`config.mk`:
```
export PLATFORM = sky130hd
export DESIGN_NAME = switch_input_conditioner
export DESIGN_NICKNAME = d
export VERILOG_FILES = /design/src/rtl/switch_input_conditioner.sv
export SDC_FILE = /design/constraint.sdc
export NUM_CORES = 1
export LEC_CHECK = 0
export CAP_MARGIN = 15
export CORE_ASPECT_RATIO = 1.5
export CORE_MARGIN = 2
export CORE_UTILIZATION = 48
export DETAILED_ROUTE_END_ITERATION = 16
export GPL_ROUTABILITY_DRIVEN = 0
export PLACE_DENSITY = 0.81
export REMOVE_ABC_BUFFERS = 1
export SYNTH_ARGS = -nofsm -noshare
export SYNTH_HDL_FRONTEND = slang
export SYNTH_HIERARCHICAL = 1
export SYNTH_SLANG_ARGS = --single-unit
export TNS_END_PERCENT = 30
```
`constraint.sdc`:
```
create_clock -name clk -period 1.4 [get_ports clk]
set_input_delay 0.21 -clock clk [delete_from_list [all_inputs] [get_ports clk]]
set_output_delay 0.21 -clock clk [all_outputs]
set_load 0.02 [all_outputs]
```
`src/rtl/switch_input_conditioner.sv`:
```
// Slide-switch input stage: per-channel synchroniser, debounce FSM and
// registered rise/fall event pulses, plus a combined change strobe.

module switch_input_conditioner_ch #(
  parameter int SYNC_STAGES     = 2,
  parameter int DEBOUNCE_CYCLES = 10
) (
  input  logic clk,
  input  logic rst_n,
  input  logic sw_raw,
  output logic sw_clean,
  output logic sw_rise,
  output logic sw_fall,
  output logic evt_d
);
  localparam int CW = $clog2(DEBOUNCE_CYCLES);
  localparam logic [CW-1:0] CNT_LAST = CW'(DEBOUNCE_CYCLES - 1);

  typedef enum logic {ST_STABLE, ST_COUNTING} state_t;

  logic [SYNC_STAGES-1:0] sync_q, sync_d;
  logic [CW-1:0]          cnt_q, cnt_d;
  state_t                 state_q, state_d;
  logic                   clean_q, clean_d;
  logic                   rise_q, rise_d;
  logic                   fall_q, fall_d;
  logic                   sw_sync;

  // Shift the raw pin through the synchroniser; nothing else touches sw_raw.
  always_comb begin
    sync_d = {sync_q[SYNC_STAGES-2:0], sw_raw};
  end

  assign sw_sync = sync_q[SYNC_STAGES-1];

  // Debounce: a new level must disagree with sw_clean for DEBOUNCE_CYCLES
  // consecutive cycles; any bounce back to the old level restarts the count.
  always_comb begin
    state_d = state_q;
    cnt_d   = cnt_q;
    clean_d = clean_q;
    rise_d  = 1'b0;
    fall_d  = 1'b0;
    case (state_q)
      ST_STABLE: begin
        cnt_d = '0;
        if (sw_sync != clean_q) begin
          state_d = ST_COUNTING;
          cnt_d   = CW'(1);
        end
      end
      default: begin
        if (sw_sync == clean_q) begin
          state_d = ST_STABLE;
          cnt_d   = '0;
        end else if (cnt_q == CNT_LAST) begin
          clean_d = sw_sync;
          rise_d  = sw_sync;
          fall_d  = ~sw_sync;
          state_d = ST_STABLE;
          cnt_d   = '0;
        end else begin
          cnt_d = cnt_q + CW'(1);
        end
      end
    endcase
  end

  // All channel state, including the event pulses, is registered.
  always_ff @(posedge clk or negedge rst_n) begin
    if (!rst_n) begin
      sync_q  <= '0;
      cnt_q   <= '0;
      state_q <= ST_STABLE;
      clean_q <= 1'b0;
      rise_q  <= 1'b0;
      fall_q  <= 1'b0;
    end else begin
      sync_q  <= sync_d;
      cnt_q   <= cnt_d;
      state_q <= state_d;
      clean_q <= clean_d;
      rise_q  <= rise_d;
      fall_q  <= fall_d;
    end
  end

  assign sw_clean = clean_q;
  assign sw_rise  = rise_q;
  assign sw_fall  = fall_q;
  assign evt_d    = rise_d | fall_d;
endmodule

module switch_input_conditioner #(
  parameter int N_CH            = 3,
  parameter int SYNC_STAGES     = 2,
  parameter int DEBOUNCE_CYCLES = 10
) (
  input  logic            clk,
  input  logic            rst_n,
  input  logic [N_CH-1:0] sw_raw,
  output logic [N_CH-1:0] sw_clean,
  output logic [N_CH-1:0] sw_rise,
  output logic [N_CH-1:0] sw_fall,
  output logic            sw_changed
);
  logic [N_CH-1:0] evt_d;
  logic            changed_q, changed_d;

  for (genvar i = 0; i < N_CH; i++) begin : g_ch
    switch_input_conditioner_ch #(
      .SYNC_STAGES    (SYNC_STAGES),
      .DEBOUNCE_CYCLES(DEBOUNCE_CYCLES)
    ) u_ch (
      .clk     (clk),
      .rst_n   (rst_n),
      .sw_raw  (sw_raw[i]),
      .sw_clean(sw_clean[i]),
      .sw_rise (sw_rise[i]),
      .sw_fall (sw_fall[i]),
      .evt_d   (evt_d[i])
    );
  end

  // Change strobe registered from the channels' next-pulse terms so it
  // lines up with sw_rise/sw_fall in the same cycle.
  always_comb begin
    changed_d = |evt_d;
  end

  // Register the combined change strobe.
  always_ff @(posedge clk or negedge rst_n) begin
    if (!rst_n) changed_q <= 1'b0;
    else        changed_q <= changed_d;
  end

  assign sw_changed = changed_q;
endmodule

```
==> run notes <==
This memo summarizes the results of the implementation run.

Timing
The setup TNS is -0.05637 ns. The period utilization is 102.5%. Across the routed clock network, the largest skew measured is 0.005855 ns. The worst path setup slack after routing is -0.03513 ns. The final-report setup violation count is 2.

CTS
CTS added clock buffers totalling 5. The count of hold buffers inserted by post-cts repair is 0. The root buffer cell chosen for the clock tree is sky130_fd_sc_hd__clkbuf_4.

Yosys
The area share of and/or/nand/nor cells after synthesis is 16.40%. Summing the areas of all fa, ha and maj instances in the mapped netlist gives 6.000% of the synthesized area. Sorting the synthesized cells by how often they occur yields sky130_fd_sc_hd__dfrtp_1 (31), sky130_fd_sc_hd__nor2_1 (9), sky130_fd_sc_hd__ha_1 (6). The number of warnings issued by yosys is 6. Per the synth log, the flip-flop and latch total comes to 31. The portion of netlist area occupied by mux cells is 3.600%.

Floorplanning
For this design the top-level I/O count stands at 15. The floorplan die area is 0.003039 sq mm.

Finish
Compared with the post-synthesis result, the final layout area differs by 28.30%.

Pwr
The combinational power is 0.0000942 W. The share of total power dissipated in sequential elements is 49.9%. The final power report lists total power as 0.001881 W. The switching power total is 0.0003577 W.

Summed over all sequential cells, the power is 0.000939 W.

Min path
The type of the worst min-delay path is input port to async pin.

Setup path
The maximum fanout along the worst path is 4. The highest-delay cell along the critical path is sky130_fd_sc_hd__dfrtp_1. The critical path startpoint category is a register. The delay of the slowest cell on the worst path is 0.40 ns.

The category of the most critical setup path is register to register.

Run status
The checks that failed: setup timing. The run finished, with violations left.

Global route
The number of antenna violations at the first check in global routing came to 0. The first global-routing pass estimated 3.139 mm of wire. The global-route congestion overflow total is 0.

Detailed routing
The number of remaining DRC errors is 0. The remaining antenna violation count is 0.

Place
The total of buffers placed on input and output ports is 14.
==> worst max-delay path: cells and delay by family, from the launching register on <==
kind,cells,cell delay (ns)
and+or+nand+nor,3,0.70
DFF,1,0.40
adders and majority gates,1,0.21
==> logic make-up after synthesis <==
group                    count (synthesis)
AND-OR/OR-AND                            6
adder cells (fa/ha/maj)                  6
multiplexers                             3
XOR/XNOR                                 9
AND/OR/NAND/NOR                         31
flip-flops                              31
buffers and inverters                    3
==> sequential cells by signal (all words and copies together), names as in the netlist <==
| register | count |
|---|---|
| g_ch.u_ch/state_q | 3 |
| g_ch.u_ch/cnt_q | 12 |
| g_ch.u_ch/sync_q | 6 |
| g_ch.u_ch/sw_fall | 3 |
| g_ch.u_ch/sw_clean | 3 |
| g_ch.u_ch/sw_rise | 3 |
| sw_changed | 1 |
==> area by class of cell <==
cell class / count / area (sq um) / share of cell area (%)
Sequential cell: 31 / 775.7 / 48.32
Multi-Input combinational cell: 55 / 469.2 / 29.23
Timing Repair Buffer: 26 / 217.7 / 13.56
Clock inverter: 2 / 60.06 / 3.741
Clock buffer: 6 / 41.29 / 2.572
Tap cell: 24 / 30.03 / 1.871
Inverter: 3 / 11.26 / 0.7015
==> path summary, 6_finish.rpt <==
check | startpoint | slack, ns | to | cells after the start
max | g_ch[2].u_ch/cnt_q[0] | -0.04 | sw_changed | 4
min | rst_n | 0.25 | g_ch[1].u_ch/sw_clean | 2
max reg2reg | g_ch[2].u_ch/cnt_q[0] | -0.04 | sw_changed | 4
min reg2reg | g_ch[2].u_ch/sync_q[0] | 0.36 | g_ch[2].u_ch/sync_q[1] | 0
max in group asynchronous | rst_n | 0.87 | g_ch[0].u_ch/cnt_q[3] | 2
min in group clk | sw_raw[1] | 0.31 | g_ch[1].u_ch/sync_q[0] | 1
power_grid.png
Scale bar: 10 um. Pins as bars on the die edge.
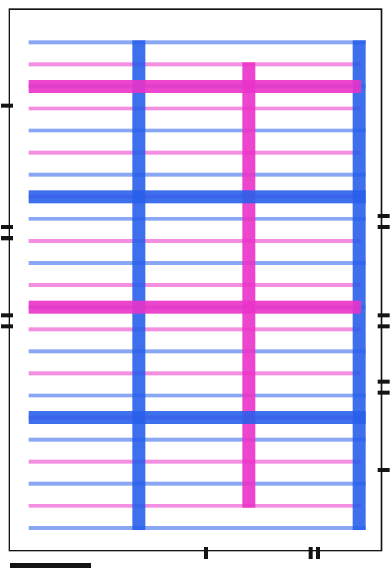
VSS: marked blue. VDD: marked magenta.
The core has 22 rows. 3 straps on met4. 4 straps on met5.

placement_by_type.png
Scale bar: 10 um.
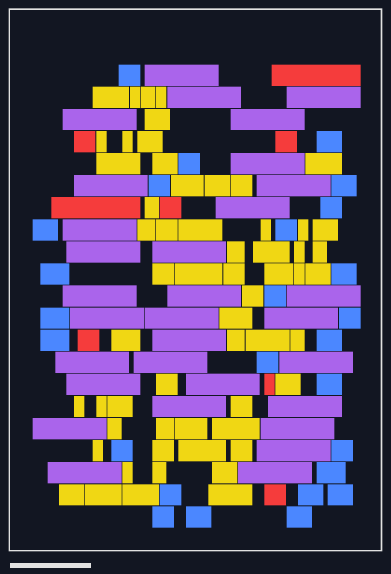
combinational and other logic: marked yellow, cells 58, share of their area 31%. clock drivers and dummy loads: marked red, cells 8, share of their area 6.4%. sequential cells: marked purple, cells 31, share of their area 49%. remaining buffers and delay cells: marked blue, cells 26, share of their area 14%.
placeable core region: 0.002450 sq mm
std cell rows: 22
cell area after layout: 0.001605 sq mm

clk_routes.png
Scale bar: 10 um.
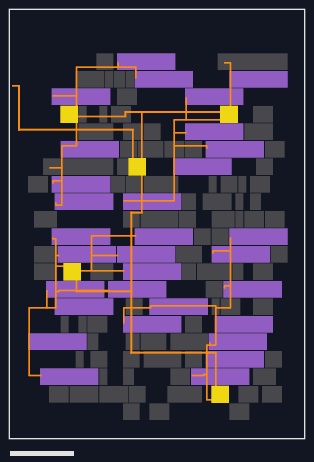
clock wires: marked orange, length 343 um. flip-flops: marked purple, count 31. clock drivers: marked yellow, count 5.
There are 6 routed clock nets.

wires.png
Two of the layers only.
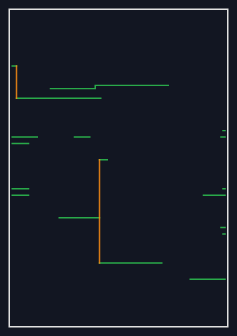
metal 3: marked green, wire length 101 um. metal 4: marked orange, wire length 28.6 um.

Power is estimated from default activity; no workload was simulated.
